File: src/rtl/i2s_slave_rx.sv
// I2S slave receiver: oversamples externally clocked LRCK/SCLK/SDATA on mclk_in and
// presents MSB-justified stereo frames on a valid/ready interface.
module i2s_slave_rx #(
    parameter int unsigned PDATA_WIDTH = 32
) (
    input  logic                   mclk_in,
    input  logic                   arstn_in,
    input  logic                   lrck_in,
    input  logic                   sclk_in,
    input  logic                   sdata_in,
    output logic [PDATA_WIDTH-1:0] pldata_out,
    output logic [PDATA_WIDTH-1:0] prdata_out,
    output logic                   pvalid_out,
    input  logic                   pready_in,
    output logic                   overrun_out,
    input  logic                   overrun_clr_in
);

    localparam int unsigned CW = $clog2(PDATA_WIDTH + 1);
    localparam int unsigned IW = $clog2(PDATA_WIDTH);

    typedef enum logic {UNLOCKED, LOCKED} lock_e;

    logic [1:0]             lr_sync_q;
    logic [2:0]             sck_sync_q;
    logic [1:0]             sd_sync_q;
    logic                   lr_prev_q, lr_prev_d;
    lock_e                  state_q, state_d;
    logic [PDATA_WIDTH-1:0] shift_q, shift_d;
    logic [CW-1:0]          cnt_q, cnt_d;
    logic [PDATA_WIDTH-1:0] lhold_q, lhold_d;
    logic                   lheld_q, lheld_d;
    logic [PDATA_WIDTH-1:0] pldata_q, pldata_d;
    logic [PDATA_WIDTH-1:0] prdata_q, prdata_d;
    logic                   pvalid_q, pvalid_d;
    logic                   overrun_q, overrun_d;

    logic                   rise_c, lr_c, d_c, boundary_c, room_c;
    logic                   word_done_c, frame_c;
    logic [IW-1:0]          idx_c;
    logic [PDATA_WIDTH-1:0] word_c;

    // Synchronizer taps: ff1 = [0], ff2 = [1]; sck [2] delays ff2 for rise detection
    assign rise_c     = sck_sync_q[1] & ~sck_sync_q[2];
    assign lr_c       = lr_sync_q[1];
    assign d_c        = sd_sync_q[1];
    assign boundary_c = rise_c && (lr_c != lr_prev_q);
    assign room_c     = cnt_q < CW'(PDATA_WIDTH);
    assign idx_c      = IW'(PDATA_WIDTH - 1) - cnt_q[IW-1:0];

    // Shift register with the current bit merged in; bits beyond the word width drop
    always_comb begin
        word_c = shift_q;
        if (room_c) begin
            word_c[idx_c] = d_c;
        end
    end

    always_comb begin
        lr_prev_d   = lr_prev_q;
        state_d     = state_q;
        shift_d     = shift_q;
        cnt_d       = cnt_q;
        lhold_d     = lhold_q;
        lheld_d     = lheld_q;
        pldata_d    = pldata_q;
        prdata_d    = prdata_q;
        pvalid_d    = pvalid_q;
        overrun_d   = overrun_q;
        word_done_c = 1'b0;
        frame_c     = 1'b0;

        if (rise_c) begin
            lr_prev_d = lr_c;
            case (state_q)
                UNLOCKED: begin
                    if (boundary_c) begin
                        state_d = LOCKED;
                    end
                end
                LOCKED: begin
                    if (boundary_c) begin
                        word_done_c = 1'b1;
                        shift_d     = '0;
                        cnt_d       = '0;
                    end else if (room_c) begin
                        shift_d = word_c;
                        cnt_d   = cnt_q + CW'(1);
                    end
                end
                default: state_d = UNLOCKED;
            endcase
        end

        // A right word only forms a frame when a left word is waiting for it
        if (word_done_c) begin
            if (!lr_prev_q) begin
                lhold_d = word_c;
                lheld_d = 1'b1;
            end else if (lheld_q) begin
                frame_c = 1'b1;
                lheld_d = 1'b0;
            end
        end

        if (pvalid_q && pready_in) begin
            pvalid_d = 1'b0;
        end
        if (overrun_clr_in) begin
            overrun_d = 1'b0;
        end
        if (frame_c) begin
            if (!pvalid_q || pready_in) begin
                pldata_d = lhold_q;
                prdata_d = word_c;
                pvalid_d = 1'b1;
            end else begin
                overrun_d = 1'b1;
            end
        end
    end

    always_ff @(posedge mclk_in or negedge arstn_in) begin
        if (!arstn_in) begin
            lr_sync_q  <= '0;
            sck_sync_q <= '0;
            sd_sync_q  <= '0;
            lr_prev_q  <= 1'b0;
            state_q    <= UNLOCKED;
            shift_q    <= '0;
            cnt_q      <= '0;
            lhold_q    <= '0;
            lheld_q    <= 1'b0;
            pldata_q   <= '0;
            prdata_q   <= '0;
            pvalid_q   <= 1'b0;
            overrun_q  <= 1'b0;
        end else begin
            lr_sync_q  <= {lr_sync_q[0], lrck_in};
            sck_sync_q <= {sck_sync_q[1:0], sclk_in};
            sd_sync_q  <= {sd_sync_q[0], sdata_in};
            lr_prev_q  <= lr_prev_d;
            state_q    <= state_d;
            shift_q    <= shift_d;
            cnt_q      <= cnt_d;
            lhold_q    <= lhold_d;
            lheld_q    <= lheld_d;
            pldata_q   <= pldata_d;
            prdata_q   <= prdata_d;
            pvalid_q   <= pvalid_d;
            overrun_q  <= overrun_d;
        end
    end

    assign pldata_out  = pldata_q;
    assign prdata_out  = prdata_q;
    assign pvalid_out  = pvalid_q;
    assign overrun_out = overrun_q;

endmodule

File: config.mk
export PLATFORM = sky130hd
export DESIGN_NAME = i2s_slave_rx
export DESIGN_NICKNAME = d
export VERILOG_FILES = /design/src/rtl/i2s_slave_rx.sv
export SDC_FILE = /design/constraint.sdc
export NUM_CORES = 1
export LEC_CHECK = 0
export ABC_AREA = 1
export CORE_MARGIN = 2
export CORE_UTILIZATION = 30
export DETAILED_ROUTE_END_ITERATION = 10
export GPL_TIMING_DRIVEN = 0
export PLACE_DENSITY = 0.5
export SKIP_LAST_GASP = 1
export SYNTH_ARGS = -nofsm -noshare
export SYNTH_HDL_FRONTEND = slang
export SYNTH_SLANG_ARGS = --single-unit
File: constraint.sdc
create_clock -name mclk_in -period 2.3 [get_ports mclk_in]
set_clock_uncertainty 0.1 [all_clocks]
set_input_delay 0.69 -clock mclk_in [delete_from_list [all_inputs] [get_ports mclk_in]]
set_output_delay 0.69 -clock mclk_in [all_outputs]
set_load 0.03 [all_outputs]
==> results.sh <==
# yosys + openroad results
export IMPL_critical_path_peak_fanout=2
export IMPL_path_cells="clkdlybuf4s50_1"
export IMPL_worst_setup_path_end_kind="primary output"
export IMPL_dpl_instance_area_sq_mm=0.007640
export IMPL_wirelength_um=16670
export IMPL_finalHoldViolCount=0
export IMPL_ioPinCount=73
export IMPL_cts_num_sinks=146
export IMPL_wl_per_cell_um=14.52
export IMPL_ys_flops=146
export IMPL_drc=0
export IMPL_cts_resized=0
export IMPL_critPathArrivalTime_ns=1.46
export IMPL_ys_warn_count=0
export IMPL_clk_pin_slew_ns=0.06
export IMPL_diodes=0
export IMPL_top_area_frac=0.5586
export IMPL_cts_max_level=4
export IMPL_top_layer_used="met4"
export IMPL_grt_pass1_wl_um=26880
export IMPL_cp_required_ns=1.51
export IMPL_wirelength_met1_um=8325
export IMPL_fin_setup_tns_ns=0
export IMPL_postCtsSetupBuffers=0
export IMPL_cap_violations=0
export IMPL_grt_max_degree=92
export IMPL_warnings=33
export IMPL_setup_slack_ns=0.05068
export IMPL_grt_pass1_vias=4886
export IMPL_min_path_type="input pin to async pin"
export IMPL_cp_start_kind="flip-flop"
export IMPL_p_leak_nw=4.593
export IMPL_status="finished, final reports clean"
export IMPL_grt_ovfl_total=0
export IMPL_fmax_mhz=444.6
export IMPL_clockBufferDepth=2
export IMPL_wl_met3_um=625
export IMPL_power_frac_seq=0.404
export IMPL_final_max_slew_viol_count=0
export IMPL_finalCritPeriodShare=0.9780
export IMPL_num_vias=5102
export IMPL_cpPeakStageDelay_ns=0.68
export IMPL_synth_cell_types=27
export IMPL_rows=54
export IMPL_pwr_share_clk=0.377
export IMPL_area_leaders="dfrtp_1 (56%), nand2_1 (18%), nand3_1 (5.2%), inv_1 (3.9%), o21ai_0 (2.8%)"
export IMPL_yosys_stat_area_sq_mm=0.006540
export IMPL_crit_type="flip-flop to primary output"
export IMPL_slowest_stage="clkdlybuf4s50_1"
export IMPL_irDropWorstVdd_v=0.0003541
export IMPL_rsz0062_at_grt="false"
export IMPL_worst_pin_slew_ns=0.8663
export IMPL_fp_util=0.3025
export IMPL_nets=870
export IMPL_p_comb_frac=0.218
export IMPL_crit_cells=1
export IMPL_total_power_w=0.007630
export IMPL_ant_nets=0
export IMPL_dp_slack_ns=-0.2054
export IMPL_layout_top_cells="nand2_1 (311), dfrtp_1 (146), inv_1 (68), nand3_1 (68), clkdlybuf4s50_1 (53)"
export IMPL_worst_path_buf_inv=1
export IMPL_die_area_sq_mm=0.02300
export IMPL_slew_headroom=0.4225
export IMPL_yosys_stat_cells=763
export IMPL_synth_seq_share=0.5586
export IMPL_syn_avg_cell_area_sq_um=8.571
export IMPL_syn_inst=763
export IMPL_tritoncts="done"
export IMPL_antenna_found_initial=0
export IMPL_switchingPower_w=0.002438
export IMPL_ff2ff_path_depth=10
export IMPL_die_size_y_um=151.7
export IMPL_viasPerCell=4.444
export IMPL_core_area_sq_mm=0.02162
export IMPL_route_met2_wl_um=7660
export IMPL_cts_buffers=17
export IMPL_layout_top_cell="nand2_1"
export IMPL_clock_latency_ns=0.42
export IMPL_cp_top_family="buffers and inverters"
export IMPL_ctsRootBufferMaster="clkbuf_16"
export IMPL_fin_crit_ns=2.249
-- per-stage QoR --
step / cells / util
final: 1148 / 0.3837
after CTS: 1148 / 0.3817
after detailed placement: 1116 / 0.3534
after floorplan: 763 / -
after global placement: 1115 / 0.3520
after global routing: 1148 / 0.3837
-- flip-flops by register name, summed over array words and instances (netlist names) --
register,flops
pldata_out,32
shift_q,32
pvalid_out,1
cnt_q,6
sck_sync_q,3
overrun_out,1
sd_sync_q,2
lhold_q,32
state_q,1
prdata_out,32
lr_prev_q,1
lheld_q,1
lr_sync_q,2
-- metal layers --
layer | up-vias | GRT usage
li1 | 2580 | -
met1 | 2428 | 0.2196
met2 | 90 | 0.2340
met3 | 4 | 0.03383
met4 | 0 | 0.04167
met5 | - | 0
-- synth_stat cells, drive strengths merged --
cell type / number
nand3: 69
nand2: 314
nand4: 3
nor2: 26
o22ai: 1
a21oi: 1
o21ai: 65
o21bai: 20
dfrtp: 146
inv: 72
xor2: 2
nor3: 4
buf: 27
ha: 8
clkbuf: 5
-- power by group through the flow --
stage / Sequential (W) / Clock, W / Combinational [W]
2_1_floorplan: 0.00327 / 0 / 0.000917
3_3_place_gp: 0.00313 / 0 / 0.00166
3_5_place_dp: 0.00312 / 0 / 0.00169
4_1_cts: 0.00309 / 0.00295 / 0.00169
5_1_grt: 0.00313 / 0.00306 / 0.00187
6_report: 0.00308 / 0.00288 / 0.00167
-- final cells by class --
| type | count | area (sq um) |
|---|---|---|
| buffer | 32 | 237.7 |
| inverter | 72 | 270.3 |
| timing repair buffer | 73 | 794.5 |
| sequential | 146 | 3654 |
| clock inverter | 12 | 155.1 |
| multi-input combinational | 513 | 2379 |
| fill | 2249 | 13320 |
| tap | 280 | 350.3 |
| clock buffer | 20 | 456.7 |
-- worst paths after layout --
check,startpoint,endpoint,slack [ns]
max reg2reg,cnt_q[0],prdata_out[19],0.35
max in group asynchronous,arstn_in,sd_sync_q[1],1.10
min in group mclk_in,lr_sync_q[0],lr_sync_q[1],0.25
min reg2reg,lr_sync_q[0],lr_sync_q[1],0.25
min,arstn_in,pldata_out[23],0.25
max,prdata_out[8],prdata_out[8],0.05
-- cell families after synthesis --
group,Yosys count,share of synthesized area
compound gates,87,0.08418
flops,146,0.5586
fa+ha+maj,8,0.01531
buf+inv,104,0.07767
simple gates,416,0.2615
xor+xnor,2,0.002679
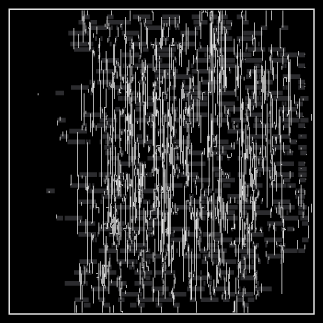
met2.png
Scale: 2 px per um. Cells faint in the background.
The layer carries 7660 um of wire. 638 nets have wire on it. The layer holds 46% of the routed length.

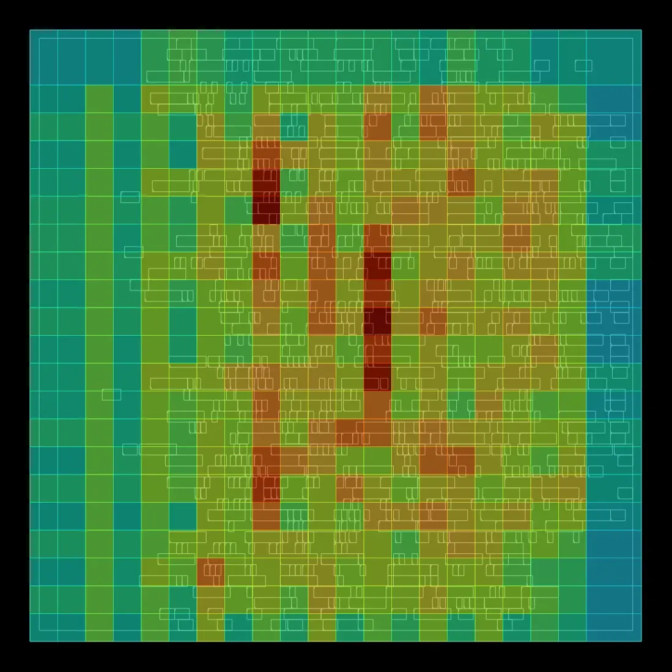
final_congestion.png
Core Util, Final: 0.3837
most used routing layer: met2
all-layer global routing usage: 0.1532
met2 Use GR: 0.2340

Power is estimated from default activity; no workload was simulated.
